run_1/placed.png
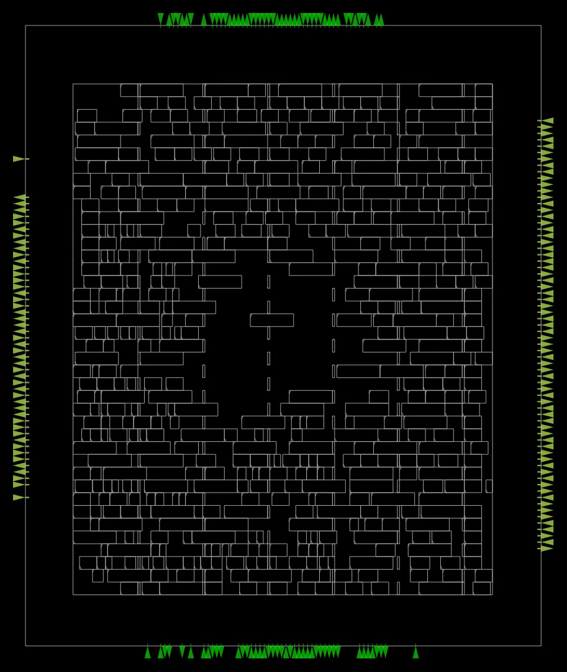
run_1/m3.png
The bar under the picture is 20 um long.
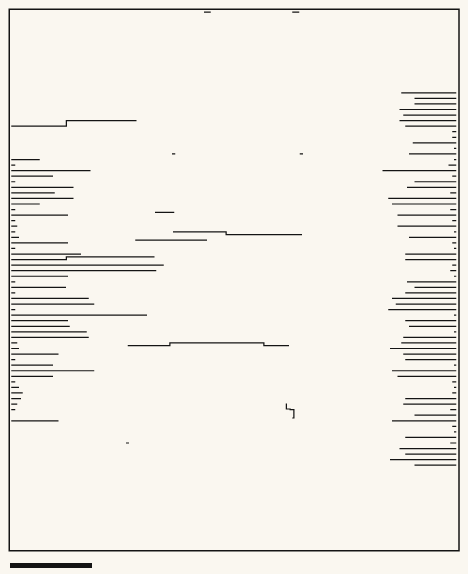
run_1/gates.png
The bar under the picture is 20 um long.
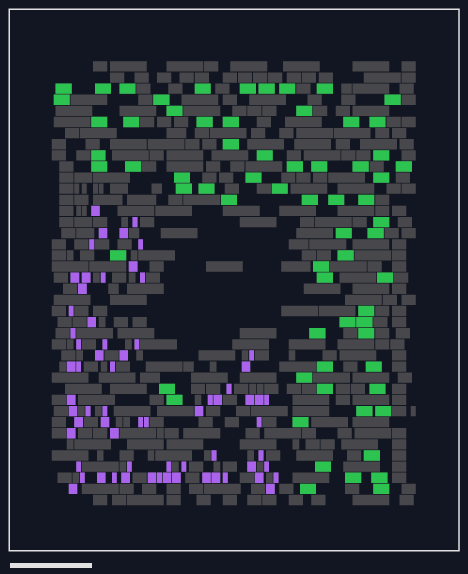
## src/rtl/apb_cmd_master_if.sv

```systemverilog
// Bundle for apb_cmd_master: command/response handshake plus the APB initiator signals.
// The master modport is the block's own view; slave is the view of the environment around it.
interface apb_cmd_master_if #(
  parameter int ADDR_W = 32,
  parameter int DATA_W = 32
);
  // Command handshake
  logic              cmd_valid;
  logic              cmd_ready;
  logic              cmd_write;
  logic [ADDR_W-1:0] cmd_addr;
  logic [DATA_W-1:0] cmd_wdata;

  // Response handshake
  logic              rsp_valid;
  logic              rsp_ready;
  logic              rsp_write;
  logic [DATA_W-1:0] rsp_rdata;
  logic              rsp_timeout;

  // APB
  logic [ADDR_W-1:0] PADDR;
  logic              PSEL;
  logic              PENABLE;
  logic              PWRITE;
  logic [DATA_W-1:0] PWDATA;
  logic [DATA_W-1:0] PRDATA;
  logic              PREADY;

  modport master (
    input  cmd_valid, cmd_write, cmd_addr, cmd_wdata, rsp_ready, PRDATA, PREADY,
    output cmd_ready, rsp_valid, rsp_write, rsp_rdata, rsp_timeout,
           PADDR, PSEL, PENABLE, PWRITE, PWDATA
  );

  modport slave (
    output cmd_valid, cmd_write, cmd_addr, cmd_wdata, rsp_ready, PRDATA, PREADY,
    input  cmd_ready, rsp_valid, rsp_write, rsp_rdata, rsp_timeout,
           PADDR, PSEL, PENABLE, PWRITE, PWDATA
  );
endinterface

```

## src/rtl/apb_cmd_master.sv

```systemverilog
// APB initiator: one command in, one APB transfer out, one response back; single outstanding.
// Optional ACCESS-phase timeout abort is compiled in with `define APB_TIMEOUT_EN.
module apb_cmd_master #(
  parameter int ADDR_W         = 32,
  parameter int DATA_W         = 32,
  parameter int TIMEOUT_CYCLES = 256
) (
  input  logic             pclk,
  input  logic             PRESETn,
  apb_cmd_master_if.master bus
);

  typedef enum logic [1:0] {
    IDLE   = 2'd0,
    SETUP  = 2'd1,
    ACCESS = 2'd2,
    RESP   = 2'd3
  } state_e;

  state_e            r_state;
  state_e            w_next;

  logic [ADDR_W-1:0] r_paddr;
  logic              r_pwrite;
  logic [DATA_W-1:0] r_pwdata;
  logic              r_rsp_write;
  logic [DATA_W-1:0] r_rsp_rdata;

  logic              w_accept;
  logic              w_done;
  logic              w_timeout;

  logic              w_psel;
  logic              w_penable;
  logic              w_cmd_ready;
  logic              w_rsp_valid;

  assign w_accept = (r_state == IDLE) && bus.cmd_valid;
  assign w_done   = (r_state == ACCESS) && bus.PREADY;

`ifdef APB_TIMEOUT_EN
  localparam int CNT_W = $clog2(TIMEOUT_CYCLES + 1);

  logic [CNT_W-1:0] r_wait_cnt;
  logic             r_rsp_timeout;

  // Cleared while in SETUP so every ACCESS phase starts counting from zero.
  always_ff @(posedge pclk or negedge PRESETn) begin
    if (!PRESETn) begin
      r_wait_cnt <= '0;
    end else if (r_state == SETUP) begin
      r_wait_cnt <= '0;
    end else if ((r_state == ACCESS) && !bus.PREADY) begin
      r_wait_cnt <= r_wait_cnt + 1'b1;
    end
  end

  // This edge brings the count to the limit; PREADY high on it wins as a normal completion.
  assign w_timeout = (r_state == ACCESS) && !bus.PREADY &&
                     (r_wait_cnt == CNT_W'(TIMEOUT_CYCLES - 1));

  always_ff @(posedge pclk or negedge PRESETn) begin
    if (!PRESETn) begin
      r_rsp_timeout <= 1'b0;
    end else if (w_done || w_timeout) begin
      r_rsp_timeout <= w_timeout;
    end
  end

  assign bus.rsp_timeout = r_rsp_timeout;
`else
  assign w_timeout       = 1'b0;
  assign bus.rsp_timeout = 1'b0;

  // TIMEOUT_CYCLES stays in the parameter list so both builds share one instantiation.
  if (TIMEOUT_CYCLES < 1) begin : g_timeout_cfg_unused
  end
`endif

  // State register
  always_ff @(posedge pclk or negedge PRESETn) begin
    if (!PRESETn) begin
      r_state <= IDLE;
    end else begin
      r_state <= w_next;
    end
  end

  // Next-state logic
  always_comb begin
    // NOTE: default assignment first so no path through the case leaves w_next unassigned (no latch).
    w_next = r_state;
    case (r_state)
      IDLE:    if (bus.cmd_valid)             w_next = SETUP;
      SETUP:                                  w_next = ACCESS;
      ACCESS:  if (bus.PREADY || w_timeout)   w_next = RESP;
      RESP:    if (bus.rsp_ready)             w_next = IDLE;
      default:                                w_next = IDLE;
    endcase
  end

  // Control outputs decoded from the state register only
  always_comb begin
    w_psel      = 1'b0;
    w_penable   = 1'b0;
    w_cmd_ready = 1'b0;
    w_rsp_valid = 1'b0;
    case (r_state)
      IDLE:    w_cmd_ready = 1'b1;
      SETUP:   w_psel      = 1'b1;
      ACCESS: begin
        w_psel    = 1'b1;
        w_penable = 1'b1;
      end
      RESP:    w_rsp_valid = 1'b1;
      default: w_cmd_ready = 1'b0;
    endcase
  end

  // Command capture and response capture
  always_ff @(posedge pclk or negedge PRESETn) begin
    // NOTE: sequential state uses non-blocking assignments so every register samples pre-edge values.
    if (!PRESETn) begin
      r_paddr     <= '0;
      r_pwrite    <= 1'b0;
      r_pwdata    <= '0;
      r_rsp_write <= 1'b0;
      r_rsp_rdata <= '0;
    end else begin
      if (w_accept) begin
        r_paddr  <= bus.cmd_addr;
        r_pwrite <= bus.cmd_write;
        r_pwdata <= bus.cmd_wdata;
      end
      if (w_done || w_timeout) begin
        r_rsp_write <= r_pwrite;
        r_rsp_rdata <= (w_done && !r_pwrite) ? bus.PRDATA : '0;
      end
    end
  end

  assign bus.PADDR     = r_paddr;
  assign bus.PWRITE    = r_pwrite;
  assign bus.PWDATA    = r_pwdata;
  assign bus.PSEL      = w_psel;
  assign bus.PENABLE   = w_penable;
  assign bus.cmd_ready = w_cmd_ready;
  assign bus.rsp_valid = w_rsp_valid;
  assign bus.rsp_write = r_rsp_write;
  assign bus.rsp_rdata = r_rsp_rdata;

endmodule

```

## src/flat_wrapper.sv

```systemverilog
// flat-port wrapper written by rule: the top's interface ports become plain ports
module apb_cmd_master_flat 
#(
  parameter int ADDR_W         = 32,
  parameter int DATA_W         = 32,
  parameter int TIMEOUT_CYCLES = 256
)
  (pclk, PRESETn, bus_cmd_valid, bus_cmd_write, bus_cmd_addr, bus_cmd_wdata, bus_rsp_ready, bus_PRDATA, bus_PREADY, bus_cmd_ready, bus_rsp_valid, bus_rsp_write, bus_rsp_rdata, bus_rsp_timeout, bus_PADDR, bus_PSEL, bus_PENABLE, bus_PWRITE, bus_PWDATA);
  apb_cmd_master_if #(.ADDR_W(ADDR_W), .DATA_W(DATA_W)) bus_i ();
  input  logic pclk;
  input  logic PRESETn;
  input wire logic [$bits(bus_i.cmd_valid)-1:0] bus_cmd_valid;
  input wire logic [$bits(bus_i.cmd_write)-1:0] bus_cmd_write;
  input wire logic [$bits(bus_i.cmd_addr)-1:0] bus_cmd_addr;
  input wire logic [$bits(bus_i.cmd_wdata)-1:0] bus_cmd_wdata;
  input wire logic [$bits(bus_i.rsp_ready)-1:0] bus_rsp_ready;
  input wire logic [$bits(bus_i.PRDATA)-1:0] bus_PRDATA;
  input wire logic [$bits(bus_i.PREADY)-1:0] bus_PREADY;
  output wire logic [$bits(bus_i.cmd_ready)-1:0] bus_cmd_ready;
  output wire logic [$bits(bus_i.rsp_valid)-1:0] bus_rsp_valid;
  output wire logic [$bits(bus_i.rsp_write)-1:0] bus_rsp_write;
  output wire logic [$bits(bus_i.rsp_rdata)-1:0] bus_rsp_rdata;
  output wire logic [$bits(bus_i.rsp_timeout)-1:0] bus_rsp_timeout;
  output wire logic [$bits(bus_i.PADDR)-1:0] bus_PADDR;
  output wire logic [$bits(bus_i.PSEL)-1:0] bus_PSEL;
  output wire logic [$bits(bus_i.PENABLE)-1:0] bus_PENABLE;
  output wire logic [$bits(bus_i.PWRITE)-1:0] bus_PWRITE;
  output wire logic [$bits(bus_i.PWDATA)-1:0] bus_PWDATA;
  assign bus_i.cmd_valid = bus_cmd_valid;
  assign bus_i.cmd_write = bus_cmd_write;
  assign bus_i.cmd_addr = bus_cmd_addr;
  assign bus_i.cmd_wdata = bus_cmd_wdata;
  assign bus_i.rsp_ready = bus_rsp_ready;
  assign bus_i.PRDATA = bus_PRDATA;
  assign bus_i.PREADY = bus_PREADY;
  assign bus_cmd_ready = bus_i.cmd_ready;
  assign bus_rsp_valid = bus_i.rsp_valid;
  assign bus_rsp_write = bus_i.rsp_write;
  assign bus_rsp_rdata = bus_i.rsp_rdata;
  assign bus_rsp_timeout = bus_i.rsp_timeout;
  assign bus_PADDR = bus_i.PADDR;
  assign bus_PSEL = bus_i.PSEL;
  assign bus_PENABLE = bus_i.PENABLE;
  assign bus_PWRITE = bus_i.PWRITE;
  assign bus_PWDATA = bus_i.PWDATA;
  apb_cmd_master #(.ADDR_W(ADDR_W), .DATA_W(DATA_W), .TIMEOUT_CYCLES(TIMEOUT_CYCLES)) u_core (.pclk(pclk), .PRESETn(PRESETn), .bus(bus_i));
endmodule
```

## config.mk

```make
export PLATFORM = sky130hd
export DESIGN_NAME = apb_cmd_master_flat
export DESIGN_NICKNAME = d
export VERILOG_FILES = /design/src/rtl/apb_cmd_master_if.sv /design/src/rtl/apb_cmd_master.sv /design/src/flat_wrapper.sv
export SDC_FILE = /design/constraint.sdc
export NUM_CORES = 1
export LEC_CHECK = 0
export CAP_MARGIN = 15
export CORE_ASPECT_RATIO = 1.25
export CORE_MARGIN = 10
export CORE_UTILIZATION = 39
export DETAILED_ROUTE_END_ITERATION = 12
export PLACE_DENSITY = 0.79
export SLEW_MARGIN = 20
export SYNTH_ARGS = -nofsm -noshare
export SYNTH_HDL_FRONTEND = slang
export SYNTH_SLANG_ARGS = --single-unit
```

## constraint.sdc

```tcl
create_clock -name pclk -period 2.16 [get_ports pclk]
set_clock_uncertainty 0.1 [all_clocks]
set_input_delay 0.216 -clock pclk [delete_from_list [all_inputs] [get_ports pclk]]
set_output_delay 0.216 -clock pclk [all_outputs]
set_load 0.02 [all_outputs]
```

==> results_dict.tcl, run 1 <==
# yosys + openroad results
set metrics [dict create \
    run_status "completed" \
    cts_hold_buf 1 \
    buffers 210 \
    finalClockPeriodUsage_pct 94.5 \
    yosys_area_um2 3920 \
    seq_cells 100 \
    finalSetupTns_ps 0 \
    die_y_um 132 \
    final-comb-area_um2 1320 \
    regArea_um2 2500 \
    pwr.group.sequential_w 0.00327 \
    drive_gt1_share_pct 17.9 \
    crit_path_start "u_core.r_state[0]" \
    comb_cells 173 \
    vias_per_cell 4.67 \
    clock_power_share_pct 15.4 \
    highest_layer "met4" \
    vias 2941 \
    clk_pin_slew_ps 70 \
    htree_levels 3 \
    synth_cell_type_count 16 \
    gr-usage-met3_pct 6.31 \
    hold_viol 0 \
    fp.dieW_um 110 \
    top_power_group "combinational logic" \
    wl_met1_um 4330 \
    ys.flop_type "dfrtp_1" \
    grt_overflow_total 0 \
    layout.nets 605 \
    rsz0062_at_grt "false" \
    cts.sinks 100 \
    criticalPathCategory "reg2out" \
    synthAoiAreaFrac_pct 4.34 \
    dieArea_um2 14500 \
    internal_power_w 0.00634 \
    p_leak_nw 2.74 \
    startpoint_type "flip-flop" \
    reg2reg_to "u_core.r_state[1]" \
    hp-class "in2async" \
    r2r_start "u_core.r_state[0]" \
    finalWorstSetupSlack_ps 119 \
    avgSynthCellArea_um2 13.3 \
    first_pass_iters 4 \
    rrSetupSlack_ps 390 \
    numPortBuffers 203 \
    synth_xor_xnor_area_share_pct 0 \
    lay_top_cells "clkdlybuf4s50_1 (202), dfrtp_1 (100), mux2_2 (66)" \
]
About placed.png:
sequential share of cell area: 39.0%
row count: 40
n_taps: 126

About m3.png:
The layer carries 1190 um of wire. The layer holds 10% of the routed length. The wires run mostly horizontal. 119 nets have wire on it.

About gates.png:
Green marks mux cells, cells 68, most used mux2_2. Purple marks nand cells, cells 66, most used nand2_1.

[run 1: sequential cells by signal, summed over array words and instances, names as in the netlist]
register / count
u_core.bus.PADDR: 32
u_core.bus.PWDATA: 32
u_core.bus.PWRITE: 1
u_core.r_state: 2
u_core.bus.rsp_write: 1
u_core.bus.rsp_rdata: 32
[run 1: metrics by stage]
stage	cells	area [um^2]	total power, W	hold slack (ps)	utilization, %
after floorplan	296	3920	0.00587	-180	-
after global placement	613	6110	0.00835	93.2	63.0
after detailed placement	613	6110	0.00852	102	63.0
after CTS	630	6410	0.0101	302	66.0
after global routing	630	6410	0.0105	327	66.0
final	630	6410	0.00993	292	66.0
[run 1: critical path, cell delays in order (launching register included)]
cell             delay, ps
dfrtp_1                390
inv_1                  130
ha_1                   240
clkdlybuf4s50_1        630
--- run 2 (diff from run 1) ---
--- a/config.mk
+++ b/config.mk
@@ -10,7 +10,9 @@
 export CORE_MARGIN = 10
 export CORE_UTILIZATION = 39
 export DETAILED_ROUTE_END_ITERATION = 12
+export HOLD_SLACK_MARGIN = 0.05
 export PLACE_DENSITY = 0.79
+export SETUP_SLACK_MARGIN = 0.5
 export SLEW_MARGIN = 20
 export SYNTH_ARGS = -nofsm -noshare
 export SYNTH_HDL_FRONTEND = slang
run_2/gates.png
The bar under the picture is 20 um long.
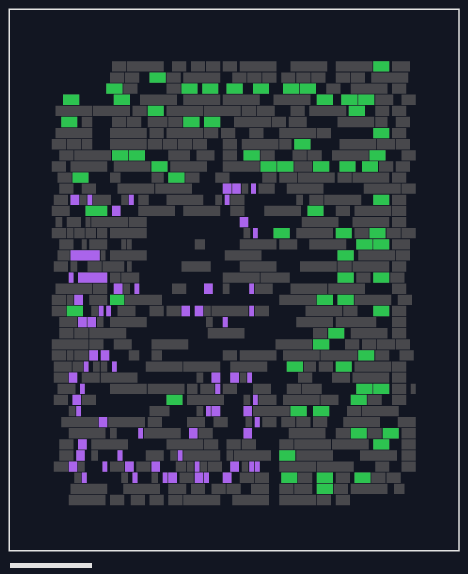
Purple marks nand cells, cells 66. Green marks mux cells, cells 68, most used mux2_2.

==> run 2 against run 1 <==
Sequential share of layout area fell by 1.4 points. Worst hold slack worse by 22 ps. Critical path type is now reg2reg. Synthesized cell count stayed put. Clock power about the same. Highest routed layer unchanged. Largest power group unchanged. Sequential cell count unchanged. Core utilization up 2.5 points. Via count grew 1.4%. Final cell count up 1.9%. Largest cell class unchanged.
==> results_dict.tcl, run 2 <==
# yosys + openroad results
set metrics [dict create \
    power_w 0.0101 \
    setup_viol 0 \
    dieArea_um2 14500 \
    criticalPathCategory "reg2reg" \
    ios 205 \
    top_area_cell "dfrtp_1" \
    grt_overflow_total 0 \
    startpoint_type "flip-flop" \
    cts_tree "built" \
    fp-utilization_pct 40.4 \
    rsz0062_at_grt "true" \
    critPathSlowestCell "dfrtp_1" \
    top_cells_by_count "dfrtp_1 (100), mux2_2 (66), nand2_1 (34), nand2b_1 (32), o21ai_0 (32)" \
    cts_hold_buf 1 \
    fmax_mhz 589 \
    design_area_um2 6650 \
    drive_gt1_share_pct 21.5 \
    area_growth_pct 69.6 \
    maxCapViolCount 0 \
    hp-class "in2async" \
    finalSetupTns_ps 0 \
    grt_pass1_wl_um 17700 \
    vias_per_cell 4.64 \
    first_global_vias 3172 \
    gp_congestion 0.765 \
    crit_family "flip-flops" \
    worst-path-buf-inv 3 \
    reg2reg_to "u_core.bus.PADDR[27]" \
    final_cells 642 \
    ys_cells 296 \
    synth_cell_type_count 16 \
    fp.dieW_um 110 \
    worstPathCellList "inv_2 -> ha_4 -> buf_4 -> nand2_8 -> buf_6 -> mux2_2" \
    route.detailed.drc 0 \
    clk_pin_slew_ps 70 \
    rows 40 \
    htree_levels 3 \
    drt-initial-drc-count 91 \
    run_status "completed" \
    syn_area_um2 3920 \
    grt.busiest_layer "met2" \
    rrSetupSlack_ps 460 \
    r2r_start "u_core.r_state[1]" \
    use_met2_pct 27.7 \
    vias 2981 \
    placed_area_um2 6140 \
    die_y_um 132 \
    ff2ff_path_depth 6 \
    top_cell "dfrtp_1" \
    wl_met1_um 4260 \
    antenna_found_initial 0 \
    gr-usage-met3_pct 6.12 \
    fillers 700 \
    crit_path_start "u_core.r_state[1]" \
    min_period_ps 1700 \
    postCtsSetupBuffers 2 \
    topCellsByArea "dfrtp_1 (64%), mux2_2 (19%), nand2b_1 (5.1%)" \
    p_leak_nw 3.20 \
    synthCells 296 \
    endpoint_kind "flip-flop" \
    layout.nets 618 \
    highest_layer "met4" \
    avgSynthCellArea_um2 13.3 \
    ys.flop_type "dfrtp_1" \
    hold_viol 0 \
    max-vdd-ir-drop_mv 0.903 \
    crit_cells 6 \
    cts.sinks 100 \
    yosys_area_um2 3920 \
    crit_path_max_incr_delay_ps 420 \
    lay_top_cells "clkdlybuf4s50_1 (163), dfrtp_1 (100), mux2_2 (66)" \
    first_pass_iters 4 \
    final-comb-area_um2 1370 \
    regArea_um2 2500 \
    finalClockPeriodUsage_pct 78.6 \
    routed-wl-met3_um 1170 \
    finalWorstSetupSlack_ps 462 \
    pre_cts_slack_ps 310 \
    crit_path_max_fanout 13 \
    grt_use_met1_pct 16.7 \
    whs_ps 270 \
    cts_root_buffer "clkbuf_16" \
    finish.utilization_pct 68.5 \
    core-area_um2 9710 \
    track_usage_pct 15.7 \
    dp_hpwl_um 9050 \
    numPortBuffers 203 \
    place_inst 616 \
    crit_end "u_core.bus.PADDR[27]" \
]
run_2/util_map.png
The die is cut into 11 by 13 equal tiles; black is low, pale yellow is high, 0 to 100% covered.
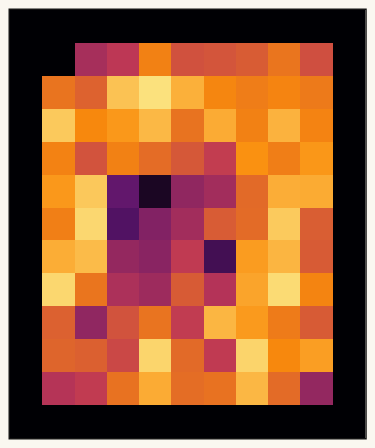
The fullest tile reaches 94%. 21% of the tiles are over 75% full. The mean over all tiles is 45%. 32% of the tiles are nearly empty.

[run 2: cells by family after synthesis]
logic type | share of synthesized area, %
muxes | 19.5
DFF | 63.8
AOI/OAI and AO/OA | 4.34
and+or+nand+nor | 8.45
buffers and inverters | 2.55
adders and majority gates | 1.28
other | 0.0956
[run 2: layout make-up]
| cell class | count | share of cell area [%] |
|---|---|---|
| Timing Repair Buffer | 223 | 34.8 |
| Clock inverter | 3 | 0.320 |
| Inverter | 5 | 0.282 |
| Multi-Input combinational cell | 173 | 20.6 |
| Sequential cell | 100 | 37.6 |
| Tap cell | 126 | 2.37 |
| Clock buffer | 12 | 4.01 |
[run 2: where the power goes]
part,switching [W],total (W),leakage (nW),internal (W)
Clock,0.000655,0.00152,0.141,0.000869
Sequential,0.000458,0.00326,1.21,0.00280
Combinational,0.00255,0.00530,1.85,0.00275
No activity file was given, so power comes from the tool's default toggle rates.
